File: config.mk
export PLATFORM = sky130hd
export DESIGN_NAME = parity_tree_pipe_flat
export DESIGN_NICKNAME = d
export VERILOG_FILES = /design/src/rtl/parity_tree_pipe_if.sv /design/src/rtl/parity_tree_pipe.sv /design/src/flat_wrapper.sv
export SDC_FILE = /design/constraint.sdc
export NUM_CORES = 1
export LEC_CHECK = 0
export ABC_CLOCK_PERIOD_IN_PS = 2400
export CAP_MARGIN = 20
export CELL_PAD_IN_SITES_DETAIL_PLACEMENT = 1
export CELL_PAD_IN_SITES_GLOBAL_PLACEMENT = 1
export CORE_ASPECT_RATIO = 0.75
export CORE_MARGIN = 8
export CORE_UTILIZATION = 25
export DETAILED_ROUTE_END_ITERATION = 16
export GPL_ROUTABILITY_DRIVEN = 0
export HOLD_SLACK_MARGIN = 0.03
export PLACE_DENSITY_LB_ADDON = 0.1
export RECOVER_POWER = 50
export SYNTH_ARGS = -nofsm -noshare
export SYNTH_HDL_FRONTEND = slang
export SYNTH_SLANG_ARGS = --single-unit
export TNS_END_PERCENT = 5
File: constraint.sdc
create_clock -name clk -period 2.4 [get_ports clk]
set_input_delay 0.36 -clock clk [delete_from_list [all_inputs] [get_ports clk]]
set_output_delay 0.36 -clock clk [all_outputs]
set_load 0.01 [all_outputs]
File: src/rtl/parity_tree_pipe_if.sv
// Word/frame input and parity result bundle for parity_tree_pipe.
// The master side drives words; the slave side (the tree) returns results.
interface parity_tree_pipe_if #(
   parameter int unsigned WIDTH = 32,
   parameter int unsigned CNT_W = 16
);
   logic             in_valid;
   logic [WIDTH-1:0] in_data;
   logic             in_gate;
   logic             in_sop;
   logic             in_eop;
   logic             in_mode;
   logic             out_valid;
   logic             out_parity;
   logic [CNT_W-1:0] out_count;
   logic             out_err;

   modport master (
      output in_valid, in_data, in_gate, in_sop, in_eop, in_mode,
      input  out_valid, out_parity, out_count, out_err
   );

   modport slave (
      input  in_valid, in_data, in_gate, in_sop, in_eop, in_mode,
      output out_valid, out_parity, out_count, out_err
   );
endinterface

File: src/rtl/parity_tree_pipe.sv
// Pipelined balanced XOR-reduction tree with a gate stage that reports
// per-word parity or accumulates parity over sop/eop framed words.
module parity_tree_pipe #(
   parameter int unsigned WIDTH     = 32,
   parameter int unsigned REG_EVERY = 1,
   parameter int unsigned CNT_W     = 16
) (
   input logic               clk,
   input logic               rst,
   parity_tree_pipe_if.slave bus
);
   localparam int unsigned LOG2W = $clog2(WIDTH);
   localparam int unsigned P     = (LOG2W + REG_EVERY - 1) / REG_EVERY;
   localparam int unsigned NODES = 2 * WIDTH - 1;
   localparam int unsigned SB_W  = 5;

   // Flat node store: leaves first, then each level, root in the top bit.
   wire [NODES-1:0] node;
   assign node[WIDTH-1:0] = bus.in_data;

   for (genvar l = 0; l < LOG2W; l++) begin : g_lvl
      localparam int unsigned N_OUT   = WIDTH >> (l + 1);
      localparam int unsigned IN_OFF  = 2 * WIDTH - 4 * N_OUT;
      localparam int unsigned OUT_OFF = 2 * WIDTH - 2 * N_OUT;
      logic [N_OUT-1:0] x;
      for (genvar i = 0; i < N_OUT; i++) begin : g_xor
         assign x[i] = node[IN_OFF + 2*i] ^ node[IN_OFF + 2*i + 1];
      end
      if (((l + 1) % REG_EVERY == 0) || (l == LOG2W - 1)) begin : g_reg
         logic [N_OUT-1:0] q;
         always_ff @(posedge clk) q <= x;
         assign node[OUT_OFF +: N_OUT] = q;
      end else begin : g_comb
         assign node[OUT_OFF +: N_OUT] = x;
      end
   end

   // Sideband delay line, one register per tree stage.
   logic [SB_W-1:0] sb_q [P];
   always_ff @(posedge clk) begin
      if (rst) begin
         for (int unsigned s = 0; s < P; s++) sb_q[s] <= '0;
      end else begin
         sb_q[0] <= {bus.in_valid, bus.in_gate, bus.in_sop, bus.in_eop, bus.in_mode};
         for (int unsigned s = 1; s < P; s++) sb_q[s] <= sb_q[s-1];
      end
   end

   logic s_valid, s_gate, s_sop, s_eop, s_mode, r;
   assign {s_valid, s_gate, s_sop, s_eop, s_mode} = sb_q[P-1];
   assign r = node[NODES-1] & s_gate;

   typedef enum logic {IDLE, OPEN} state_t;
   state_t           state;
   logic             acc;
   logic [CNT_W-1:0] cnt;
   logic [CNT_W-1:0] cnt_inc;
   logic             res_valid;
   logic             res_parity;
   logic             res_err;
   logic [CNT_W-1:0] res_count;

   assign cnt_inc = (cnt == '1) ? cnt : cnt + CNT_W'(1);

   // Gate stage and frame accumulator.
   always_ff @(posedge clk) begin
      if (rst) begin
         state      <= IDLE;
         acc        <= 1'b0;
         cnt        <= '0;
         res_valid  <= 1'b0;
         res_parity <= 1'b0;
         res_count  <= '0;
         res_err    <= 1'b0;
      end else begin
         res_valid <= 1'b0;
         res_err   <= 1'b0;
         if (s_valid) begin
            if (!s_mode) begin
               res_valid  <= 1'b1;
               res_parity <= r;
               res_count  <= CNT_W'(1);
            end else if (s_sop && s_eop) begin
               // A frame still open is abandoned and flagged.
               res_err    <= (state == OPEN);
               res_valid  <= 1'b1;
               res_parity <= r;
               res_count  <= CNT_W'(1);
               state      <= IDLE;
            end else if (s_sop) begin
               res_err <= (state == OPEN);
               acc     <= r;
               cnt     <= CNT_W'(1);
               state   <= OPEN;
            end else if (s_eop) begin
               res_valid <= 1'b1;
               state     <= IDLE;
               if (state == OPEN) begin
                  res_parity <= acc ^ r;
                  res_count  <= cnt_inc;
               end else begin
                  res_err    <= 1'b1;
                  res_parity <= r;
                  res_count  <= CNT_W'(1);
               end
            end else if (state == OPEN) begin
               acc <= acc ^ r;
               cnt <= cnt_inc;
            end else begin
               res_err <= 1'b1;
            end
         end
      end
   end

   assign bus.out_valid  = res_valid;
   assign bus.out_parity = res_parity;
   assign bus.out_count  = res_count;
   assign bus.out_err    = res_err;
endmodule

File: src/flat_wrapper.sv
// flat-port wrapper written by rule: the top's interface ports become plain ports
module parity_tree_pipe_flat 
#(
   parameter int unsigned WIDTH     = 32,
   parameter int unsigned REG_EVERY = 1,
   parameter int unsigned CNT_W     = 16
)
  (clk, rst, bus_in_valid, bus_in_data, bus_in_gate, bus_in_sop, bus_in_eop, bus_in_mode, bus_out_valid, bus_out_parity, bus_out_count, bus_out_err);
  parity_tree_pipe_if #(.WIDTH(WIDTH), .CNT_W(CNT_W)) bus_i ();
  input logic clk;
  input logic rst;
  input wire logic [$bits(bus_i.in_valid)-1:0] bus_in_valid;
  input wire logic [$bits(bus_i.in_data)-1:0] bus_in_data;
  input wire logic [$bits(bus_i.in_gate)-1:0] bus_in_gate;
  input wire logic [$bits(bus_i.in_sop)-1:0] bus_in_sop;
  input wire logic [$bits(bus_i.in_eop)-1:0] bus_in_eop;
  input wire logic [$bits(bus_i.in_mode)-1:0] bus_in_mode;
  output wire logic [$bits(bus_i.out_valid)-1:0] bus_out_valid;
  output wire logic [$bits(bus_i.out_parity)-1:0] bus_out_parity;
  output wire logic [$bits(bus_i.out_count)-1:0] bus_out_count;
  output wire logic [$bits(bus_i.out_err)-1:0] bus_out_err;
  assign bus_i.in_valid = bus_in_valid;
  assign bus_i.in_data = bus_in_data;
  assign bus_i.in_gate = bus_in_gate;
  assign bus_i.in_sop = bus_in_sop;
  assign bus_i.in_eop = bus_in_eop;
  assign bus_i.in_mode = bus_in_mode;
  assign bus_out_valid = bus_i.out_valid;
  assign bus_out_parity = bus_i.out_parity;
  assign bus_out_count = bus_i.out_count;
  assign bus_out_err = bus_i.out_err;
  parity_tree_pipe #(.WIDTH(WIDTH), .REG_EVERY(REG_EVERY), .CNT_W(CNT_W)) u_core (.clk(clk), .rst(rst), .bus(bus_i));
endmodule
==> changes_impl.md <==
### Changed

- Met3 wire len: 388 um
- Hold violation count in the final report: 0
- RR Startpoint: u_core.cnt[1]$_SDFFE_PP0P_
- Yosys top cell by area: dfxtp_1
- Layout cells sized above 1: 0.08578
- Comb pwr: 205 uW
- Top logic family: simple AND/OR/NAND/NOR gates
- Outcome: complete, no violations
- Met2 wire len: 4401 um
- Met1 Track Usage GR: 0.1524
- Max power group: registers
- Top-area cell share: 0.5061
- ANT cells: 0
- GRT overflow: 0
- Synth flops: 93
- Reg power frac: 0.503
- Post-synth seq share: 0.5061
- Fillers: 1639
- Worst-path clk slew: 0.08 ns
- Maxcap violations: 0
- FP Util: 0.2553
- Headroom to the max-slew limit: 0.1815
- Setup WS pre-CTS: 0.2150 ns
- Synth-to-Final Area Change: 30.44%
- Final nets: 479
- RSZ-0062 raised after global routing: no
- Synth Cell Area: between 3000 and 4000 um^2
- Clock buffer depth: 2
- Comb area share: 0.3447
- Max layer used: met4
- Clock buf count: 9
- Min-delay worst type: reg2reg
- CTS Root Cell: clkbuf_16
- Max Transition Viols Final: 0
- CTS tree: yes
- Final setup fails: 0
- P_int: 2653 uW
- Critical path endpoint: u_core.cnt[13]$_SDFFE_PP0P_
- Die X: ~160 um
- Worst Reg-to-Reg Cells: 6
- Count of library flops with an enable pin: 0
- Drt pass-1 iters: 4
- Global routing usage on met2: 0.1695
- Crit path depth: 6
- Fa+ha+maj area frac: 0.006803
- Post-layout period usage: 0.8626
- AO/OA Area Share: 0.1184
- Clock-net power: 1540 uW
- OpenROAD warning count: 26
- Top cells by count, synth: dfxtp_1, nand2_1, xor2_1
- Slowest CP cell: nor4_1
- Fin crit period: a little over 2 ns
- Sw Share: 0.2451
- IO Port Bufs: around 57
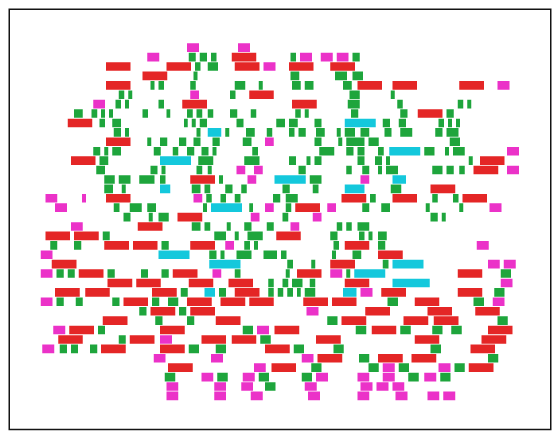
(images/cell_classes.png)
legend:
  other buffers and delay cells:
    color: magenta
    cells: 72
    share_of_their_area: 15%
  clock drivers and dummy loads:
    color: cyan
    cells: 16
    share_of_their_area: 7.1%
  flops:
    color: red
    cells: 93
    share_of_their_area: 41%
  all other logic:
    color: green
    cells: 262
    share_of_their_area: 37%
flop share of the area: 0.3880
std cell rows: 38
core footprint: 14410 um^2
design area: 4798 um^2

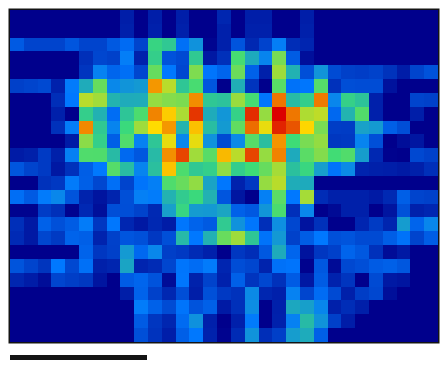
(images/wire_density.png)
The bar under the picture is 50 um long. The die is cut into 31 by 24 equal tiles; dark blue is low, red is high, scaled to the fullest tile. Values are wire area over tile area, all layers added.
densest ninth of the die: middle
fullest tile: 0.42
nearly empty tiles: 27%
tiles over half the peak: 12%
mean over tiles: 0.081
vias post-DR: 2947
final wirelength: 10020 um
Global Route Usage Sum: 0.1113

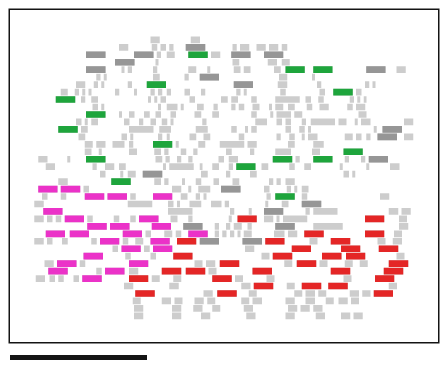
(images/registers.png)
The bar under the picture is 50 um long.
legend:
  u_core.g_lvl.g_reg.q:
    color: red
    placed_flops: 31
  u_core.cnt:
    color: green
    placed_flops: 16
  u_core.sb_q:
    color: magenta
    placed_flops: 25
sequential power: 1770 uW
Register Area: 1862 um^2

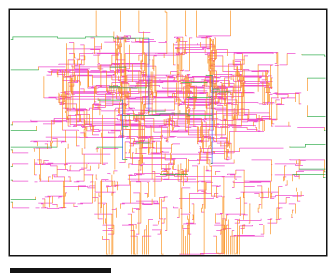
(images/metal_stack.png)
The bar under the picture is 50 um long.
legend:
  met4:
    color: blue
    wire_length: 109 um
  met3:
    color: green
    wire_length: 388 um
  met1:
    color: magenta
    wire_length: 5120 um
  met2:
    color: orange
    wire_length: 4400 um
routed len/inst: 15.58 um

Power and IR drop assume default switching activity.
